### Pin placement, run 1

Scale bar: 50 um. Pins as bars across the die edge, other pins in grey.
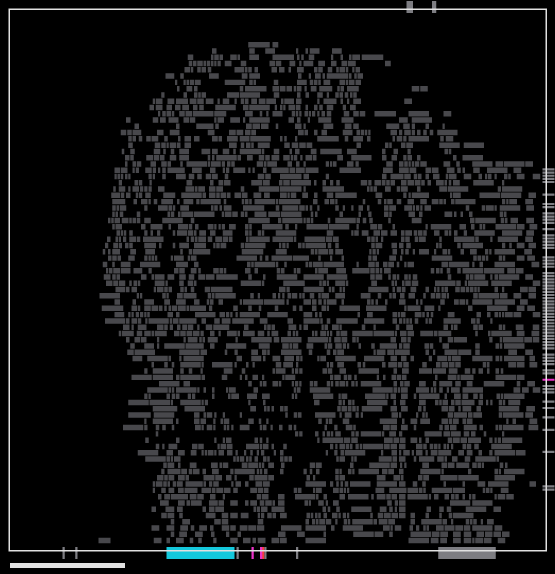
### A small window of the routed layout, run 1

Scale bar: 20 um. Region (91, 139) to (141, 189) um. Cells in grey, sequential cells in the stronger grey; small squares are vias.
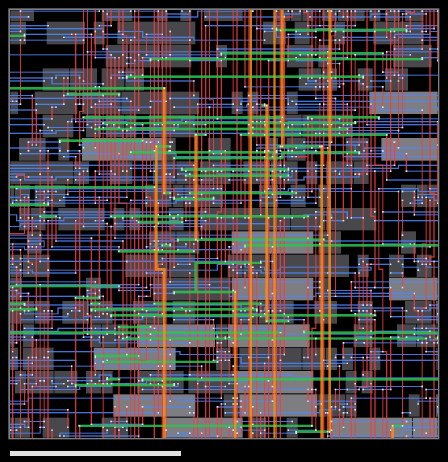
### Clock wiring as the flow saved it, run 1

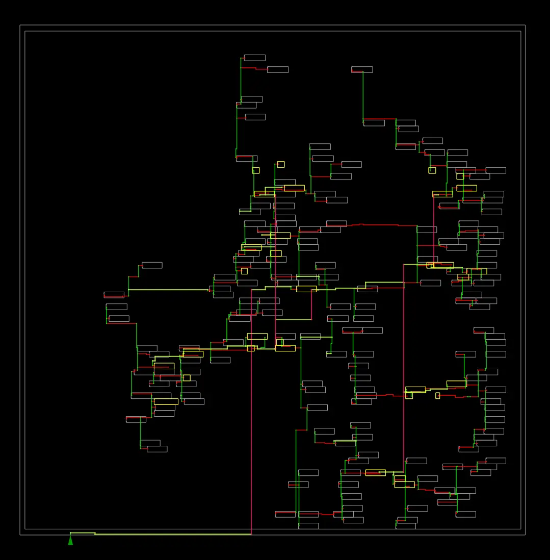
**src/rtl/muldiv_unit.sv**
```systemverilog
// Iterative 32x32 multiply / divide unit with HI:LO result registers.
// Multiply and divide each take 32 iterations plus one sign-fix cycle.
module muldiv_unit (
  input  logic        clk,
  input  logic        rstn,
  input  logic        start,
  input  logic [2:0]  MDUOp,
  input  logic [31:0] A,
  input  logic [31:0] B,
  output logic        busy,
  output logic        done,
  output logic [31:0] HI,
  output logic [31:0] LO
);

  typedef enum logic [1:0] {S_IDLE, S_MUL, S_DIV, S_FIX} state_t;

  localparam logic [2:0] OP_MULT  = 3'd0;
  localparam logic [2:0] OP_MULTU = 3'd1;
  localparam logic [2:0] OP_DIV   = 3'd2;
  localparam logic [2:0] OP_DIVU  = 3'd3;
  localparam logic [2:0] OP_MTHI  = 3'd4;
  localparam logic [2:0] OP_MTLO  = 3'd5;

  state_t      r_state;
  state_t      w_state_nxt;
  logic [4:0]  r_cnt;
  logic [63:0] r_acc;
  logic [31:0] r_opnd;
  logic        r_neg_q;
  logic        r_neg_r;
  logic        r_is_div;
  logic        r_dz;
  logic        r_busy;
  logic        r_done;
  logic [31:0] r_hi;
  logic [31:0] r_lo;

  logic        w_signed;
  logic        w_diff_sign;
  logic [31:0] w_a_mag;
  logic [31:0] w_b_mag;
  logic [32:0] w_mul_sum;
  logic [63:0] w_mul_step;
  logic        w_div_ge;
  logic [31:0] w_div_sub;
  logic [63:0] w_div_step;

  function automatic logic [31:0] abs32(input logic [31:0] x, input logic en);
    abs32 = (en && x[31]) ? (~x + 32'd1) : x;
  endfunction

  function automatic logic [31:0] neg32(input logic [31:0] x, input logic en);
    neg32 = en ? (~x + 32'd1) : x;
  endfunction

  function automatic logic [63:0] neg64(input logic [63:0] x, input logic en);
    neg64 = en ? (~x + 64'd1) : x;
  endfunction

  assign w_signed    = (MDUOp == OP_MULT) || (MDUOp == OP_DIV);
  assign w_diff_sign = w_signed && (A[31] ^ B[31]);
  assign w_a_mag     = abs32(A, w_signed);
  assign w_b_mag     = abs32(B, w_signed);

  // Multiply: accumulator holds {partial product, remaining multiplier bits}.
  assign w_mul_sum  = {1'b0, r_acc[63:32]} + (r_acc[0] ? {1'b0, r_opnd} : 33'd0);
  assign w_mul_step = {w_mul_sum, r_acc[31:1]};

  // Divide: accumulator holds {remainder, dividend/quotient}; trial is 33 bits wide.
  assign w_div_ge   = r_acc[63:31] >= {1'b0, r_opnd};
  assign w_div_sub  = r_acc[62:31] - r_opnd;
  assign w_div_step = w_div_ge ? {w_div_sub, r_acc[30:0], 1'b1}
                               : {r_acc[62:0], 1'b0};

  always_ff @(posedge clk or negedge rstn) begin
    if (!rstn) r_state <= S_IDLE;
    else       r_state <= w_state_nxt;
  end

  always_comb begin
    w_state_nxt = r_state;
    case (r_state)
      S_IDLE: begin
        if (start && (MDUOp == OP_MULT || MDUOp == OP_MULTU)) w_state_nxt = S_MUL;
        else if (start && (MDUOp == OP_DIV || MDUOp == OP_DIVU)) w_state_nxt = S_DIV;
      end
      S_MUL, S_DIV: if (r_cnt == 5'd31) w_state_nxt = S_FIX;
      S_FIX:  w_state_nxt = S_IDLE;
      default: w_state_nxt = S_IDLE;
    endcase
  end

  always_ff @(posedge clk or negedge rstn) begin
    if (!rstn) begin
      r_cnt    <= '0;
      r_acc    <= '0;
      r_opnd   <= '0;
      r_neg_q  <= 1'b0;
      r_neg_r  <= 1'b0;
      r_is_div <= 1'b0;
      r_dz     <= 1'b0;
      r_busy   <= 1'b0;
      r_done   <= 1'b0;
      r_hi     <= '0;
      r_lo     <= '0;
    end else begin
      r_done <= 1'b0;
      case (r_state)
        S_IDLE: begin
          if (start) begin
            case (MDUOp)
              OP_MULT, OP_MULTU: begin
                r_acc    <= {32'd0, w_b_mag};
                r_opnd   <= w_a_mag;
                r_neg_q  <= w_diff_sign;
                r_neg_r  <= 1'b0;
                r_is_div <= 1'b0;
                r_dz     <= 1'b0;
                r_cnt    <= '0;
                r_busy   <= 1'b1;
              end
              OP_DIV, OP_DIVU: begin
                r_acc    <= {32'd0, w_a_mag};
                r_opnd   <= w_b_mag;
                r_neg_q  <= w_diff_sign;
                r_neg_r  <= w_signed && A[31];
                r_is_div <= 1'b1;
                r_dz     <= (B == 32'd0);
                r_cnt    <= '0;
                r_busy   <= 1'b1;
              end
              OP_MTHI: r_hi <= A;
              OP_MTLO: r_lo <= A;
              default: ;
            endcase
          end
        end
        S_MUL: begin
          r_acc <= w_mul_step;
          r_cnt <= r_cnt + 5'd1;
        end
        S_DIV: begin
          r_acc <= w_div_step;
          r_cnt <= r_cnt + 5'd1;
        end
        S_FIX: begin
          r_busy <= 1'b0;
          r_done <= 1'b1;
          if (r_is_div) begin
            // Remainder already equals A when dividing by zero; only the quotient needs forcing.
            r_lo <= r_dz ? 32'hFFFF_FFFF : neg32(r_acc[31:0], r_neg_q);
            r_hi <= neg32(r_acc[63:32], r_neg_r);
          end else begin
            {r_hi, r_lo} <= neg64(r_acc, r_neg_q);
          end
        end
        default: ;
      endcase
    end
  end

  assign busy = r_busy;
  assign done = r_done;
  assign HI   = r_hi;
  assign LO   = r_lo;

endmodule

```
**config.mk**
```make
export PLATFORM = sky130hd
export DESIGN_NAME = muldiv_unit
export DESIGN_NICKNAME = d
export VERILOG_FILES = /design/src/rtl/muldiv_unit.sv
export SDC_FILE = /design/constraint.sdc
export NUM_CORES = 1
export LEC_CHECK = 0
export CORE_AREA = 2 2 230 232
export DETAILED_ROUTE_END_ITERATION = 8
export DIE_AREA = 0 0 232 234
export GPL_TIMING_DRIVEN = 0
export SLEW_MARGIN = 20
export SYNTH_ARGS = -nofsm -noshare
export SYNTH_HDL_FRONTEND = slang
export SYNTH_SLANG_ARGS = --single-unit
```
**constraint.sdc**
```tcl
create_clock -name clk -period 3.12 [get_ports clk]
set_input_delay 0.936 -clock clk [delete_from_list [all_inputs] [get_ports clk]]
set_output_delay 0.936 -clock clk [all_outputs]
set_load 0.02 [all_outputs]
```
==> results.txt, run 1 <==
Flow results are below.

- The flow ran to the end, but the final reports show violations.
- The checks that failed: setup timing.
- The aoi/oai-family share of the synthesized area is 28.2%, for reference.
- The total tool warning count is 33, for reference.
- Across all checked pins, the minimum headroom to the slew limit is 33.2%.
- The cell-mix breakdown from Yosys lists the XOR/XNOR area share as 9.66%.
- The type of origin of the critical path is a primary input, for reference.
- At the pin with the least slew margin, the transition time is 1.00 ns.
- The pre-CTS setup check shows a worst slack of -1.53 ns.
- The footprint of the multi-input gates is 11300 um2, for reference.
- Yosys reports a chip area of 15300 um2.
- Setup violations remaining at the end of the flow were counted as 20.
- The share of total power dissipated in the clock network is 10.0%.
- Per the placement log, port buffering inserted 133 buffers.
- Yosys attributes the largest share of cell area to dfrtp_1 (28%), o21ai_0 (7.3%), a21oi_1 (6.5%).
- The worst-path maximum fanout is 6, for reference.
- The die boundary width is 232 um, for reference.
- The timing report shows that the slowest cell on the worst path is clkdlybuf4s50_1.
- Per STA, the worst path accumulates the most delay in the family simple AND/OR/NAND/NOR gates.
- The class of the most critical setup path is in -> reg, for reference.
- The tree built by TritonCTS fans out to 173 sinks.
- The top-level I/O count is 136, for reference.
- The final standard cell area without fillers is 19900 um2, for reference.
- The top cell types in the final layout, fill and taps aside, are nand2_1 (248), o21ai_0 (198), nor2_1 (188), a21oi_1 (188), dfrtp_1 (149).
- The worst hold-check slack is 0.446 ns, for reference.
- The register with the most flip-flops in the layout has 64 of them.
- Measured along the y axis, the die boundary spans 234 um.
- The post-cts hold buffer count is 0, for reference.
- The CTS tree is built, for reference.
- The final cycle utilization of the critical path is 108%, for reference.
- The logic depth of the worst register-to-register path is 11, for reference.
- Per the post-route antenna check, the number of violating nets is 0.
- After synthesis, flip-flops and latches occupy 28.2% of the total area.
- The met2 wirelength from detailed routing is 30900 um, for reference.
- The library cell used most frequently in the layout, excluding fill and tap cells, is nand2_1.
- The wire length on met3 is 5330 um, for reference.
- The simple-gate area share of the yosys netlist is 21.1%, for reference.
- After its last routability iteration, the placer logged a weighted congestion of 1.02.
- The pin count of the biggest net entering global routing is 94, for reference.
- By count the netlist is led by nand2_1 (251), o21ai_0 (225), a21oi_1 (199), nor2_1 (199), dfrtp_1 (173).
- The cell with the most instances after synthesis is nand2_1, for reference.
- The critical path starts at A[10].
- The power density over cell area is 1110 nW/um2, for reference.
- The switching power is 11700 uW, for reference.
- Setup repair after global routing could not meet its margin everywhere.
- The finished design was reported to have a net count of 2403.
- The share of synthesized cell area in full adder, half adder and majority cells is 6.38%, for reference.
- The synthesized design contains 0 enable-type register cells.
- The buffers inserted during post-CTS setup optimization is 40, for reference.
- The worst min-delay path category is in -> async, for reference.
- The beginning of the worst register-to-register path is r_acc[33], for reference.
- The dominant power group is combinational cells, for reference.
- After synthesis the cells add up to 15300 um2.
- The ratio of cells with drive above 1 in the final layout is 16.4%, for reference.
- The met2 track demand over resource is 39.4%, for reference.
- The total of warnings raised by yosys is 0, for reference.
- Once routing completed, OpenROAD measured the worst setup slack at -0.244 ns.
- For this run the detailed placement stage logged an HPWL of 53500 um.
- Across the whole layout, storage elements account for 4360 um2.
- After technology mapping, the gate count stands at 2039.
- The clock period minus final worst setup slack is 3.36 ns, for reference.
- After clock tree synthesis, the repair step resized 238 gates.
- The post-synthesis cell type count is 77, for reference.
- The initialized floorplan defines 84 standard-cell rows.
- The met1 demand-to-capacity share in global routing is 32.1%, for reference.
- After the first detailed-routing iteration, the DRC count stood at 1950.
- The number of buffer and inverter stages on the critical path is 1, for reference.
- The post-route core utilization is 38.2%, for reference.
- The highest clock rate this design can be run at is 0.297 GHz.
- The final route contains 16920 vias.
- The category of the worst setup path capture point is a register, for reference.
- The H-tree depth reported by CTS is 4, for reference.
- The final antenna diode tally reported by the flow is 0.
- The clock tree root driver cell is clkbuf_16, for reference.
- The synth_stat.txt file lists the number of cells as 2039.
- The initial utilization of the core area, before any placement, comes to 29.5%.
- Dividing the synthesized area by the synthesized cell count gives 7.52 um2.
- The via count of the first global-routing pass is 15838, for reference.
- The total clock network power is 2210 uW, for reference.
- The share of the final layout cell area in multi-input gates is 57.1%, for reference.
- After synthesis, the share of flip-flops with an asynchronous set or reset is 100%.
- The most critical setup path has its endpoint at r_opnd[29].
- The critical register-to-register path endpoint is r_acc[59], for reference.
- The part of the total power dissipated in combinational logic is 69.6%, for reference.
- Counting tap cells, the placed design contains a total of 2861 instances.
- Per the breakdown, switching nets consume 53.3% of all power.
- The critical path crosses 9 cells after its start point.
- For reference, the final report shows the hold violation count at 0.
- The multi-input combinational cell count is 1671, for reference.
- The most utilized layer in the global route result is met2, for reference.
- For this run, the detailed router reports a per-instance via density of 5.72.
- The delay contributed by the slowest stage of the critical path is 0.65 ns, for reference.
- Registers represent a cell area share of 22.0%.
- The multiplexer area fraction after synthesis is 1.61%, for reference.
- In this run the cell area measured after placement is 17600 um2.
- Traced cell by cell, the critical path runs through clkdlybuf4s50_1 > nor4_2 > nand4b_1 > or3_4 > o31ai_4 > xor2_2 > nor2_1 > a211oi_2 > a21oi_1.
- Yosys reports that the leading cell type by area covers 28.2% of the netlist area.
- The wire length of the first global-routing pass is 99800 um, for reference.
- The number of maximum-capacitance violations is 0, for reference.
- The pre-antenna-repair detailed-routing pass consisted of 5 iterations.
- The number of nets handed over by synthesis was 2186.
- The number of fill cells is 5387, for reference.
- The number of max-slew violations in the final report is 0, for reference.
- The data arrival time reported for the critical path is 3.70 ns.
- In the power breakdown, the internal column shows 10300 uW.
- Clock tree buffers and inverters occupy 2.96% of the routed design's cell area.
- Between clock sinks in the finished design, the worst skew comes to 0.0153 ns.
- Among the non-sequential cells, AND-OR/OR-AND gates take the most area.
- The leading cell category by total area is multi-input combinational cells, for reference.
- The clock tree buffer depth is 2, for reference.
About 'Pin placement':
port	colour	pins	direction	edge
MDUOp	magenta	3	input	2 bottom, 1 right
busy	red	1	output	bottom
B	cyan	32	input	bottom

About 'A small window of the routed layout':
layer	colour
M4	orange
M1	blue
M3	green
M2	red
cells with their middle in the window	160
most frequent	nor2_1 (15), a21oi_1 (15), nand2_1 (14)
sequential cells in the window	14
netlist names of flops here include	r_acc (11), r_opnd (3)

About 'Clock wiring as the flow saved it':
CTS Buf Count: 17
Skew-Pair Late Insertion Delay: 0.46 ns
flop count: 173
CLK BUF: 20

### Register map, names as in the netlist, run 1

Scale bar: 50 um.
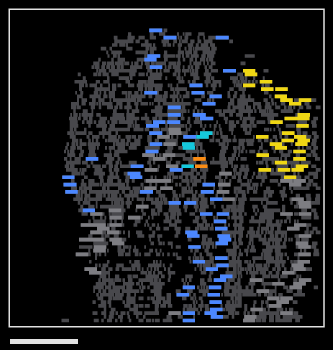

==> run 1 -> run 2 <==
- CTS_BUF_LIST: not set -> sky130_fd_sc_hd__clkbuf_4
- GPL_ROUTABILITY_DRIVEN: not set -> 0
### Register map, names as in the netlist, run 2

Scale bar: 50 um.
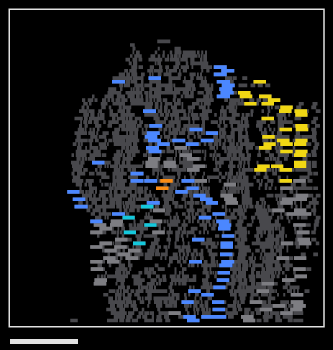
signal	colour	placed flops
r_acc	blue	64
r_cnt	cyan	5
r_state	orange	2
HI	yellow	32

==> results.txt, run 2 <==
Flow results are below.

- The setup skew after layout is 0.0381 ns, for reference.
- The synthesized instance count is 2039, for reference.
- Of the total power, the clock network draws 7.2%.
- Registers take 4370 um2.
- The aoi/oai-family share of the synthesized area is 28.2%, for reference.
- Including well taps, the total number of placed cells is 2861.
- The delay contributed by the slowest stage of the critical path is 0.65 ns, for reference.
- The cell internal power dissipation is 9840 uW, for reference.
- The multiplexer area fraction after synthesis is 1.61%, for reference.
- Sequential cells make up 22.6% of the cell area.
- Of the synthesized area, sequential elements account for 28.2%.
- In the final layout, the clock buffer count is 18.
- The post-route core utilization is 37.2%, for reference.
- The detailed-route wire length per cell is 22.2 um, for reference.
- The number of register bits inferred by synthesis is 173, for reference.
- Counting instances in the post-synthesis netlist gives the leading cell types as nand2_1 (251), o21ai_0 (225), a21oi_1 (199), nor2_1 (199), dfrtp_1 (173).
- Setup repair after global routing could not meet its margin everywhere.
- The clock latency on the worst-skew pair is 0.65 ns, for reference.
- Per the detailed placement report, the placed cell area equals 17600 um2.
- Looking at the setup timing report, the critical path kind is in -> reg.
- The critical path crosses 9 cells after its start point.
- The area reported by Yosys stat is 15300 um2, for reference.
- During I/O placement, the number of pins put on the boundary was 136.
- The total of warnings raised by yosys is 0, for reference.
- The number of buffer and inverter stages on the critical path is 1, for reference.
- The final reports fail on setup timing.
- The end-of-flow timing check tallies setup violations at 6.
- The type of origin of the critical path is a primary input, for reference.
- The logic depth of the worst register-to-register path is 9, for reference.
- From left edge to right edge, the die measures 232 um.
- The count of instances resized after the clock tree is built is 186, for reference.
- The clock network consumes a total of 1530 uW.
- The sequential share of power is 20.4%, for reference.
- The tightest hold path in the finished design has a slack of 0.244 ns.
- Across the run, the number of max-cap violations was 0.
- The count of vias placed by the detailed router is 17170, for reference.
- The data arrival time at the worst-slack endpoint is 3.78 ns, for reference.
- The clock H-tree reported by CTS has 4 levels.
- The via count of the first global-routing pass is 15832, for reference.
- The routed design could run at a clock period as short as 3.24 ns.
- The leading cell category by total area is multi-input combinational cells, for reference.
- The CTS buffer count is 17, for reference.
- A synthesized cell averages 7.52 um2.
- Per report_power, the top consumer among the power groups is combinational cells.
- The post-DP HPWL is 50500 um, for reference.
- The most frequent logic cell in the layout is nand2_1, for reference.
- The number of clock sinks came to 173.
- The number of port buffers is 133, for reference.
- The post-cts hold buffer count is 0, for reference.
- Summing the areas of all fa, ha and maj instances in the mapped netlist gives 6.38% of the synthesized area.
- The timing report attributes the biggest portion of critical-path delay to simple AND/OR/NAND/NOR gates.
- The multi-input combinational cell count is 1671, for reference.
- The parity-gate share of the synthesized area counting xor and xnor cells is 9.66%, for reference.
- The post-synthesis cell type count is 77, for reference.
- The final hold violation count is 0, for reference.
- STA classifies the critical path endpoint as a register.
- The number of flops mapped to enable cells by yosys is 0, for reference.
- The wire length of the first global-routing pass is 96200 um, for reference.
- The repair_antennas step left the layout with diodes totalling 4.
- The footprint of the multi-input gates is 11100 um2, for reference.
- The capturing instance or port of the critical path is r_opnd[29], for reference.
- met2 is the most crowded layer.
- The met2 wirelength from detailed routing is 28900 um, for reference.
- Summing every instance area after synthesis gives 15300 um2.
- The net count after synthesis is 2186.
- For this configuration, the core starts out at a cell density of 29.5%.
- For this design the ratio of total power to cell area is 1100 nW/um2.
- In the layout the commonest cells are nand2_1 (246), o21ai_0 (200), a21oi_1 (191), nor2_1 (188), dfrtp_1 (143).
- After layout, the worst setup slack is -0.124 ns.
- The worst path uses 104% of the clock period.
- Per the timing report, the achievable frequency comes out to 0.308 GHz.
- The layout summary lists the proportion of cells stronger than drive strength 1 as 13.9%.
- In the synthesized netlist the dominant register cell turns out to be dfrtp_1.
- The library cell contributing the largest single delay on the critical path is clkdlybuf4s50_1, for reference.
- The beginning of the critical path is A[6], for reference.
- The floorplan step set the die height to 234 um.
- Net switching is 53.8% of the power.
- The number of max-slew violations in the final report is 0, for reference.
- The worst min-delay path category is in -> async, for reference.
- The antenna violation net count after detailed routing is 0, for reference.
- The script logs the ratio of routed vias to standard cells as 5.82.
- Looking at the reg2reg group, the worst path starts from r_acc[16].
- STA on the placed design reports a worst setup slack of -1.43 ns.
- The total chip power is 21300 uW, for reference.
- The part of the total power dissipated in combinational logic is 72.4%, for reference.
- Entering global routing, the biggest net connects 98 pins.
- The post-synthesis cell count from yosys is 2039, for reference.
- After floorplanning, the core was divided into 84 placement rows.
- The met1 demand-to-capacity share in global routing is 30.9%, for reference.
- The main area contributors are dfrtp_1 (28%), o21ai_0 (7.3%), a21oi_1 (6.5%).
- The tool warning count for the run is 33.
- The switching power is 11500 uW, for reference.
- The highest metal layer with signal wires is met4, for reference.
- For reference, simple AND, OR, NAND and NOR cells occupy 21.1% of the area reported after synthesis.
- CTS placed an instance of clkbuf_4 at the clock tree root.
- Per the synthesis report, the single largest cell type by area occupies 28.2% of cell area.
- For the pin with the worst max-slew slack, the measured transition is 0.858 ns.
- The flow ran to the end, but the final reports show violations.
- After layout the clock buffers and inverters come to 1.67% of cell area.
- The clock passes through at most 2 buffers.
- The registers of the reported paths see a clock transition of 0.17 ns.
- The flow measured a signed area growth from synthesis to layout of 26.2%.
- The wire length on met3 is 6280 um, for reference.
- The cell with the most instances after synthesis is nand2_1, for reference.
- Buffers added to address setup during post-CTS repair amount to 36.
- The tightest slew margin relative to the limit is 42.8%, for reference.
- For this block, the initial DRC count from the detailed router was 2155.
- The number of non-clock buffers is 323, for reference.
- The standby leakage power is 0.00781 uW, for reference.
- The capture point of the worst register-to-register path is recorded as HI[23].
- The worst-case reg-to-reg setup slack stands at -0.04 ns.
- Counting the fill cells in the layout gives 5357.
- The count of sequential standard cells is 173, for reference.
- TritonCTS built the clock tree.
- The worst-path maximum fanout is 5, for reference.
- The top logic cell family in the synthesized netlist is AND-OR/OR-AND gates, for reference.
- The total routing resource utilization after global routing is 23.3%, for reference.
- The final standard cell area without fillers is 19300 um2, for reference.
- The finished design was reported to have a net count of 2393.
- The share of the final layout cell area in multi-input gates is 57.4%, for reference.
- The critical path goes through clkdlybuf4s50_1 > nor4_4 > nand4b_1 > or3_4 > o31ai_4 > xor2_2 > nor2_1 > a211oi_2 > a21oi_1.
- The length of the first detailed-routing pass in iterations is 9, for reference.
- For this run, global-route usage on met2 was measured as 37.0%.
- For this run, asynchronously set or reset flops after synthesis account for 100%.
- The number of flip-flops under the largest register name is 64, for reference.
### Signal wires on met1, run 2

Scale bar: 50 um.
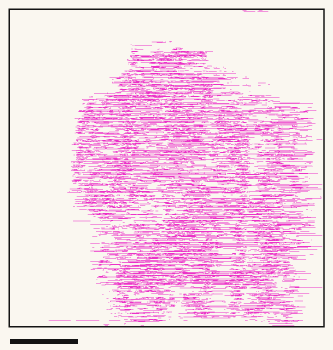
share of all routed wire	41%
longest straight run	79.1 um

No activity file was given, so power comes from the tool's default toggle rates.
